## src/rtl/pipe_ctrl_pkg.sv

```systemverilog
// Shared definitions for the pipeline sequencing controller: FSM encoding,
// the zero-register specifier and the active-low stall levels.
package pipe_ctrl_pkg;

    // Branch-resolution FSM encoding (exposed on ctrl_state for debug).
    typedef enum logic [1:0] {
        RUN     = 2'd0,
        BR_WAIT = 2'd1
    } ctrl_state_t;

    // Register $0 is hardwired; a load targeting it never creates a hazard.
    localparam int REG_ZERO = 0;

    // Stall outputs are active-low: STALL holds the register, GO lets it advance.
    localparam logic STALL = 1'b0;
    localparam logic GO    = 1'b1;

endpackage

```

## src/rtl/sat_counter.sv

```systemverilog
// Saturating up-counter with synchronous clear; clear beats increment.
module sat_counter #(
    parameter int W = 16
) (
    input  logic         clk,
    input  logic         reset,
    input  logic         clr,
    input  logic         inc,
    output logic [W-1:0] count
);

    // Count up on inc, stick at all-ones, return to zero on clr or reset.
    always_ff @(posedge clk or posedge reset) begin
        if (reset) begin
            count <= '0;
        end else if (clr) begin
            count <= '0;
        end else if (inc && (count != '1)) begin
            count <= count + 1'b1;
        end
    end

endmodule

```

## src/rtl/hazard_stall_ctrl.sv

```systemverilog
// Pipeline sequencing controller: PC stall/redirect controls, IF/ID flush and
// ID/EX bubble strobes, a branch-resolution wait FSM and stall-cycle counters.
// All controls are combinational from inputs and the registered state, so the
// consuming registers act on them at the same rising edge.
module hazard_stall_ctrl
    import pipe_ctrl_pkg::*;
#(
    parameter int REG_W = 5,
    parameter int CNT_W = 16
) (
    input  logic             clk,
    input  logic             reset,
    input  logic [REG_W-1:0] id_rs,
    input  logic [REG_W-1:0] id_rt,
    input  logic             id_uses_rs,
    input  logic             id_uses_rt,
    input  logic             id_branch,
    input  logic             id_jump,
    input  logic             ex_memread,
    input  logic [REG_W-1:0] ex_rt,
    input  logic             ex_br_resolved,
    input  logic             ex_br_taken,
    input  logic             dmem_ready,
    input  logic             cnt_clr,
    output logic             datastall,
    output logic             controlstall,
    output logic             branch_enable,
    output logic             jump_enable,
    output logic             flush_ifid,
    output logic             bubble_idex,
    output logic             freeze,
    output logic [1:0]       ctrl_state,
    output logic [CNT_W-1:0] data_stall_cnt,
    output logic [CNT_W-1:0] ctrl_stall_cnt
);

    ctrl_state_t state;
    ctrl_state_t state_next;
    logic        lu;
    logic        data_inc;
    logic        ctrl_inc;

    // Load-use hazard: the load in EX writes a register the ID instruction reads.
    assign lu = ex_memread && (ex_rt != REG_W'(REG_ZERO)) &&
                ((id_uses_rs && (id_rs == ex_rt)) || (id_uses_rt && (id_rt == ex_rt)));

    // State register; reset abandons any pending branch wait.
    always_ff @(posedge clk or posedge reset) begin
        if (reset) begin
            state <= RUN;
        end else begin
            state <= state_next;
        end
    end

    // Priority-ordered control decode: freeze, branch wait, load-use, jump, branch.
    always_comb begin
        datastall     = GO;
        controlstall  = GO;
        branch_enable = 1'b0;
        jump_enable   = 1'b0;
        flush_ifid    = 1'b0;
        bubble_idex   = 1'b0;
        freeze        = 1'b0;
        state_next    = state;
        if (reset) begin
            state_next = RUN;
        end else if (!dmem_ready) begin
            // EX is frozen too, so a resolved outcome is still there next cycle.
            freeze       = 1'b1;
            datastall    = STALL;
            controlstall = STALL;
        end else if (state == BR_WAIT) begin
            if (ex_br_resolved) begin
                state_next = RUN;
                if (ex_br_taken) begin
                    branch_enable = 1'b1;
                    flush_ifid    = 1'b1;
                end
            end else begin
                controlstall = STALL;
                flush_ifid   = 1'b1;
            end
        end else if (lu) begin
            // Branch/jump on the stalled instruction is handled once it re-issues.
            datastall   = STALL;
            bubble_idex = 1'b1;
        end else if (id_jump) begin
            // Jump wins over an (illegal) simultaneous branch.
            jump_enable = 1'b1;
            flush_ifid  = 1'b1;
        end else if (id_branch) begin
            controlstall = STALL;
            flush_ifid   = 1'b1;
            state_next   = BR_WAIT;
        end
    end

    assign ctrl_state = state;
    assign data_inc   = (datastall == STALL);
    assign ctrl_inc   = (controlstall == STALL) && !freeze;

    sat_counter #(.W(CNT_W)) u_data_cnt (
        .clk   (clk),
        .reset (reset),
        .clr   (cnt_clr),
        .inc   (data_inc),
        .count (data_stall_cnt)
    );

    sat_counter #(.W(CNT_W)) u_ctrl_cnt (
        .clk   (clk),
        .reset (reset),
        .clr   (cnt_clr),
        .inc   (ctrl_inc),
        .count (ctrl_stall_cnt)
    );

endmodule

```

## config.mk

```make
export PLATFORM = sky130hd
export DESIGN_NAME = hazard_stall_ctrl
export DESIGN_NICKNAME = d
export VERILOG_FILES = /design/src/rtl/pipe_ctrl_pkg.sv /design/src/rtl/sat_counter.sv /design/src/rtl/hazard_stall_ctrl.sv
export SDC_FILE = /design/constraint.sdc
export NUM_CORES = 1
export LEC_CHECK = 0
export CAP_MARGIN = 5
export CORE_MARGIN = 2
export CORE_UTILIZATION = 49
export DETAILED_ROUTE_END_ITERATION = 16
export PLACE_DENSITY = 0.85
export SLEW_MARGIN = 20
export SYNTH_ARGS = -nofsm -noshare
export SYNTH_HDL_FRONTEND = slang
export SYNTH_SLANG_ARGS = --single-unit
```

## constraint.sdc

```tcl
create_clock -name clk -period 5.15 [get_ports clk]
set_input_delay 1.545 -clock clk [delete_from_list [all_inputs] [get_ports clk]]
set_output_delay 1.545 -clock clk [all_outputs]
set_load 0.005 [all_outputs]
```

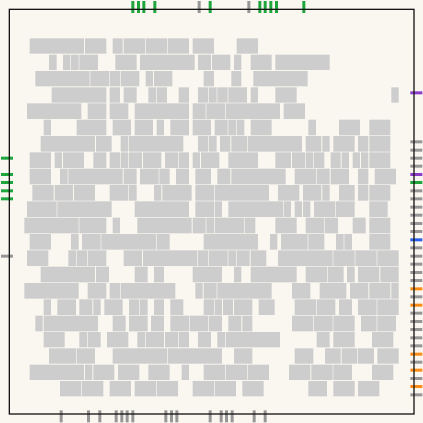
Run 1: ports around the boundary
(6 px per um) Pins as bars across the die edge, other pins in gray.
port	color	pins	direction	edge
id_rt	orange	5	input	east
jump_enable	blue	1	output	east
data_stall_cnt	green	16	output	10 north, 5 west, 1 east
ctrl_state	purple	2	output	east

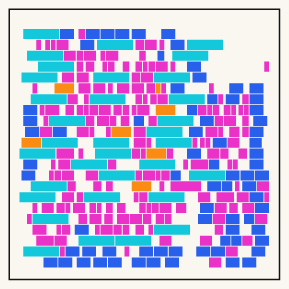
Run 1: placed cells, one color a class
(4 px per um)
class	color	cells	share of their area
other buffers and delay cells	blue	74	26%
clock drivers and dummy loads	orange	7	3.2%
all other logic	magenta	173	40%
flip-flops	cyan	33	30%

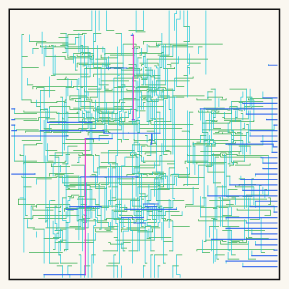
Run 1: wiring by layer
(4 px per um)
layer	color	wire length
met2	cyan	2280 um
met4	magenta	55.1 um
met3	blue	382 um
met1	green	2050 um

==> results.txt, run 1 <==
flow finished, numbers: Yosys warnings=0, # hold bufs at CTS=0, flop count=33, Post-CTS Setup Bufs=1, register area=826 um2, CTS tree=done, Die Wd=67.2 um, layout cell share with drive strength beyond 1=8.01%, Worst Reg2Reg Path Length in Cells=7, Primary FF master, synth=dfrtp_1, Yosys Chip Area=roughly 0.0020 mm2, r2r setup slk=about 2.7 ns, sequential share of the synthesized area=42.2%, tool warnings=26, Post-DRT Antenna Nets=0, final total power=0.529 mW, Hold Crit Class=reg2reg, Critical Path Sink Type=output port, Signal inverters=2, Max Root-Sink Buffers=2, Final GP Congestion=0.784, DR DRC count=0, status=finished clean, core area=0.00374 mm2, clkbuf count=7, unique cell type count in the Yosys netlist=36, vias per cell=5.56, # Taps=roughly 48, Reg clk slew, reported paths=0.06 ns, Final Hold Viols=0, area leader, netlist=dfrtp_1, vias=around 1900, fillers=298, most common logic cells in the final layout=63 x clkdlybuf4s50_1, 38 x nor2_1, 33 x dfrtp_1, WHS=0.573 ns, number of synthesized flops with an enable pin=0, pre-CTS setup slack=-0.0686 ns, non-clk buf share=25.7%, clock root cell=clkbuf_8, cts bufs inserted=5, synthesized area per cell=9.06 um2, post-layout util=74.0%, Top class by area=multi-input combinational cells, Resized cells post-CTS=2, initial drt markers=60, Lkg Pwr=~1.1 nW, final non-filler cell total=335, Top cells by area=dfrtp_1 42%, xnor2_1 10%, nor2_1 7.3%, xor2_1 6.3%, nand4_1 4.2%, Netlist Area Pre-Place=0.00196 mm2, Layout area overhead=41.6%, ys flops=33, die area=0.00452 mm2, CP arrival=3.59 ns, Setup crit start=ex_rt[1], Non-Clock Buffer Count=74, drt pass-1 iters=4, Final WS setup=between 0.01 and 0.015 ns, Rel. slew slack=52.5%, maximum VDD drop=276 uV, final setup TNS=0 ns, H-tree levels=2, Setup violations, final=0, Synth Instances=roughly 220, number of global-route vias before repair=around 1700, critical path class=in2out, startpoint types=input pin, Tmin final=5.14 ns, CTS Sinks=33, # Cells Yosys=216, worst reg2reg path endpoint=u_data_cnt.count[1], WP data required=3.61 ns, f_max=195 MHz, clock skew=about 0.003 ns, grt total ovfl=0, # IOs=67, Seq/total area=about 30%, IO Port Bufs=about 65, Layout Nets=315, placed cell area=roughly 0.0027 mm2, Mapped Nets=244, Critical Path Sink=datastall, HPWL Detailed=3.44 mm, routed wire length=4.77 mm, pin count of the biggest net entering global routing=34, logic area=0.00108 mm2
-- run 1: routing by layer --
metal	vias to the layer above	GRT usage (%)	part of all wire (%)
met2	69	36.5	48
met1	902	28.5	43
met3	4	6.83	8.0
met4	0	7.40	1.2
li1	887	-	-
met5	-	0	0
-- run 1: registers in the layout (all words and copies together), names as in the netlist --
| name | count |
|---|---|
| ctrl_state | 1 |
| u_data_cnt.count | 16 |
| u_ctrl_cnt.count | 16 |
-- run 1: how the worst min path moves through the flow --
stage / cells after the start / start / end
floorplan: 2 / u_ctrl_cnt.count[6] / u_ctrl_cnt.count[6]
global placement: 2 / u_ctrl_cnt.count[6] / u_ctrl_cnt.count[6]
detailed placement: 2 / u_ctrl_cnt.count[15] / u_ctrl_cnt.count[15]
CTS: 2 / u_ctrl_cnt.count[15] / u_ctrl_cnt.count[15]
global route: 2 / u_ctrl_cnt.count[15] / u_ctrl_cnt.count[15]
finish: 2 / u_ctrl_cnt.count[15] / u_ctrl_cnt.count[15]
-- run 1: worst max-delay path, stage by stage --
cell             delay [ns]
clkdlybuf4s50_1        0.42
or4_1                  0.53
o21a_2                 0.26
a31oi_2                0.27
clkdlybuf4s50_1        0.56
-- run 1: kinds of logic (layout without fill, tap and decap cells) --
logic type	after synthesis	count (layout)	synth area share [%]
buf+inv	12	83	2.81
xor+xnor	37	37	16.6
compound gates	12	12	5.12
flops	33	33	42.2
simple gates	117	117	30.8
fa+ha+maj	2	2	1.28
other cells	1	1	0.192
mux	2	2	1.02
-- run 1: power by group --
| group | switching [mW] | internal [mW] | total (mW) |
|---|---|---|---|
| Combinational | 0.0323 | 0.0396 | 0.0720 |
| Clock | 0.0869 | 0.106 | 0.193 |
| Sequential | 0.00302 | 0.261 | 0.264 |
Run 1, cell area per tile:
(6 px per um) The die is cut into 7 by 7 equal tiles; black is low, pale yellow is high, 0 to 100% covered.
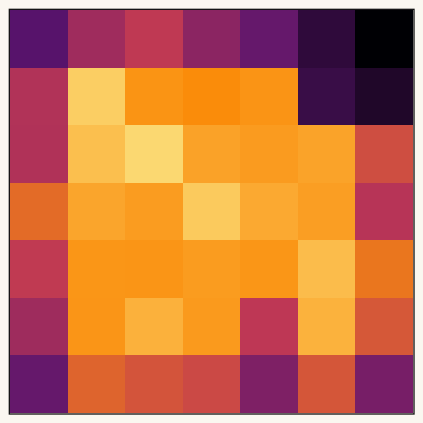

## Run 2: what changed since run 1
Settings changed: CORE_UTILIZATION 49 to 51, CTS_BUF_LIST set to sky130_fd_sc_hd__clkbuf_8, GPL_ROUTABILITY_DRIVEN set to 1, PLACE_DENSITY 0.85 to 0.88.
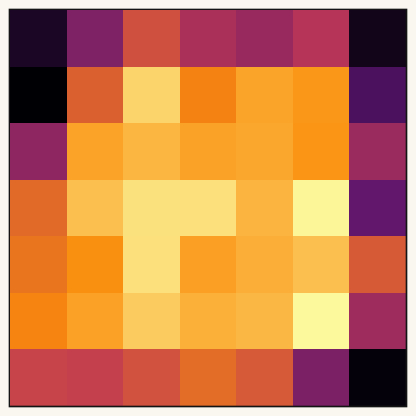
Run 2: cell area per tile
(6 px per um) The die is cut into 7 by 7 equal tiles; black is low, pale yellow is high, 0 to 100% covered.
fullest tile	99%
mean over tiles	63%
nearly empty tiles	4.1%

==> run 2 against run 1 <==
  * Count of clock-buffer cells in the layout is 1 lower
  * Routed wire length down 0.78%
  * Setup slack improved by 0.070 ns
  * Sequential share of layout area fell by 0.31 points
  * Critical path depth stayed put
  * Clock skew rose by 0.0027 ns
  * Synthesized cell count is the same
  * Fmax is 1.4% higher
  * Global-route usage grew 1.5 points
  * Largest power group unchanged
  * Clock power grew 28%
  * Final area up 1.0%
==> results.txt, run 2 <==
flow finished, numbers: crit-path cells=clkdlybuf4s50_1 -> or4_1 -> o21a_1 -> a31oi_2 -> clkdlybuf4s50_1, vias per cell=5.48, CTS tree=done, net switching fraction of the power=21.7%, Worst Reg2Reg Path Length in Cells=7, # Cells Yosys=216, synthesized area per cell=9.06 um2, tool warnings=26, total sequential power=0.264 mW, critical path class=in2out, Lkg Pwr=between 1 and 1.5 nW, Clock Power=0.247 mW, post-layout util=75.9%, Netlist Area Pre-Place=0.00196 mm2, sequential share of the synthesized area=42.2%, Slowest-stage cell, CP=clkdlybuf4s50_1, r2r setup slk=2.64 ns, Mapped Nets=244, maximum VDD drop=between 150 and 200 uV, Critical Path Sink=datastall, CP arrival=3.52 ns, Synth Instances=between 200 and 250, status=finished clean, met3 Track Usage GR=6.47%, metal3 WL=278 um, Hold Crit Class=reg2reg, Critical Path Sink Type=output port, M1 wire length=1.94 mm, Worst path most repeated cell=clkdlybuf4s50_1, family with the most delay on the worst path=buffers and inverters, WHS=~0.57 ns, CTS Sinks=33, unique cell type count in the Yosys netlist=36, drt pass-1 iters=4, initial drt markers=127, number of global-route vias before repair=1785, Top cells by area=dfrtp_1 42%, xnor2_1 10%, nor2_1 7.3%, xor2_1 6.3%, nand4_1 4.2%, NetSw=0.126 mW, Tmin final=5.07 ns, HPWL Detailed=about 3.6 mm, Layout area overhead=43.1%, Setup violations, final=0, pin count of the biggest net entering global routing=34, Max Root-Sink Buffers=2, crit-path max cell delay=0.55 ns, Layout Nets=roughly 320, combinational share of power=12.3%, Reg clk slew, reported paths=about 0.06 ns, clock root cell=clkbuf_8, core area=0.00369 mm2, Primary FF master, synth=dfrtp_1, Final Hold Viols=0, most common logic cells in the final layout=63 x clkdlybuf4s50_1, 38 x nor2_1, 33 x dfrtp_1, grt total ovfl=0
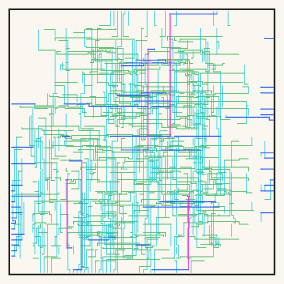
Run 2: wiring by layer
(4 px per um)
layer	color	wire length
met2	cyan	2400 um
met3	blue	278 um
met4	magenta	118 um
met1	green	1940 um

-- run 2: kinds of logic after synthesis --
group / Yosys count / share of synthesized area (%)
AND-OR/OR-AND: 12 / 5.12
XOR/XNOR: 37 / 16.6
adder cells (fa/ha/maj): 2 / 1.28
buffers and inverters: 12 / 2.81
flip-flops: 33 / 42.2
multiplexers: 2 / 1.02
other: 1 / 0.192
AND/OR/NAND/NOR: 117 / 30.8
-- run 2: what timing repair did --
item                                    CTS  global route
pin swaps                                 0             1
gates resized                             2             0
hold buffers                              0             0
endpoints found under the setup margin    1             1
buffers inserted                          1             0
-- run 2: worst min-delay path by stage --
stage,endpoint,slack (ns),depth (start not counted)
CTS,u_ctrl_cnt.count[15],0.58,2
global placement,u_ctrl_cnt.count[6],0.55,2
floorplan,u_ctrl_cnt.count[6],0.54,2
global route,u_ctrl_cnt.count[6],0.60,2
detailed placement,u_ctrl_cnt.count[15],0.55,2
finish,u_ctrl_cnt.count[6],0.57,2
-- run 2: area by class of cell --
| type | count | area, um2 |
|---|---|---|
| sequential | 33 | 826 |
| clock buffer | 6 | 82.6 |
| multi-input combinational | 171 | 1080 |
| tap | 48 | 60.1 |
| clock inverter | 2 | 33.8 |
| inverter | 2 | 7.51 |
| fill | 280 | 888 |
| timing repair buffer | 74 | 712 |
-- run 2: through the flow --
stage | worst slack [ns] | instance area (um2) | instances | TNS (ns)
global placement | -0.0202 | 2680 | 327 | -0.0202
global route | 0.00275 | 2800 | 336 | 0
CTS | 0.0613 | 2810 | 336 | 0
finish | 0.0825 | 2800 | 336 | 0
floorplan | 0.834 | 1960 | 216 | 0
detailed placement | -0.0430 | 2680 | 327 | -0.0430
-- run 2: worst min-delay path, stage by stage, from the launching register on --
cell and delay [ns]:
dfrtp_1 0.38, xor2_1 0.08, nor2_1 0.08
No activity file was given, so power comes from the tool's default toggle rates.
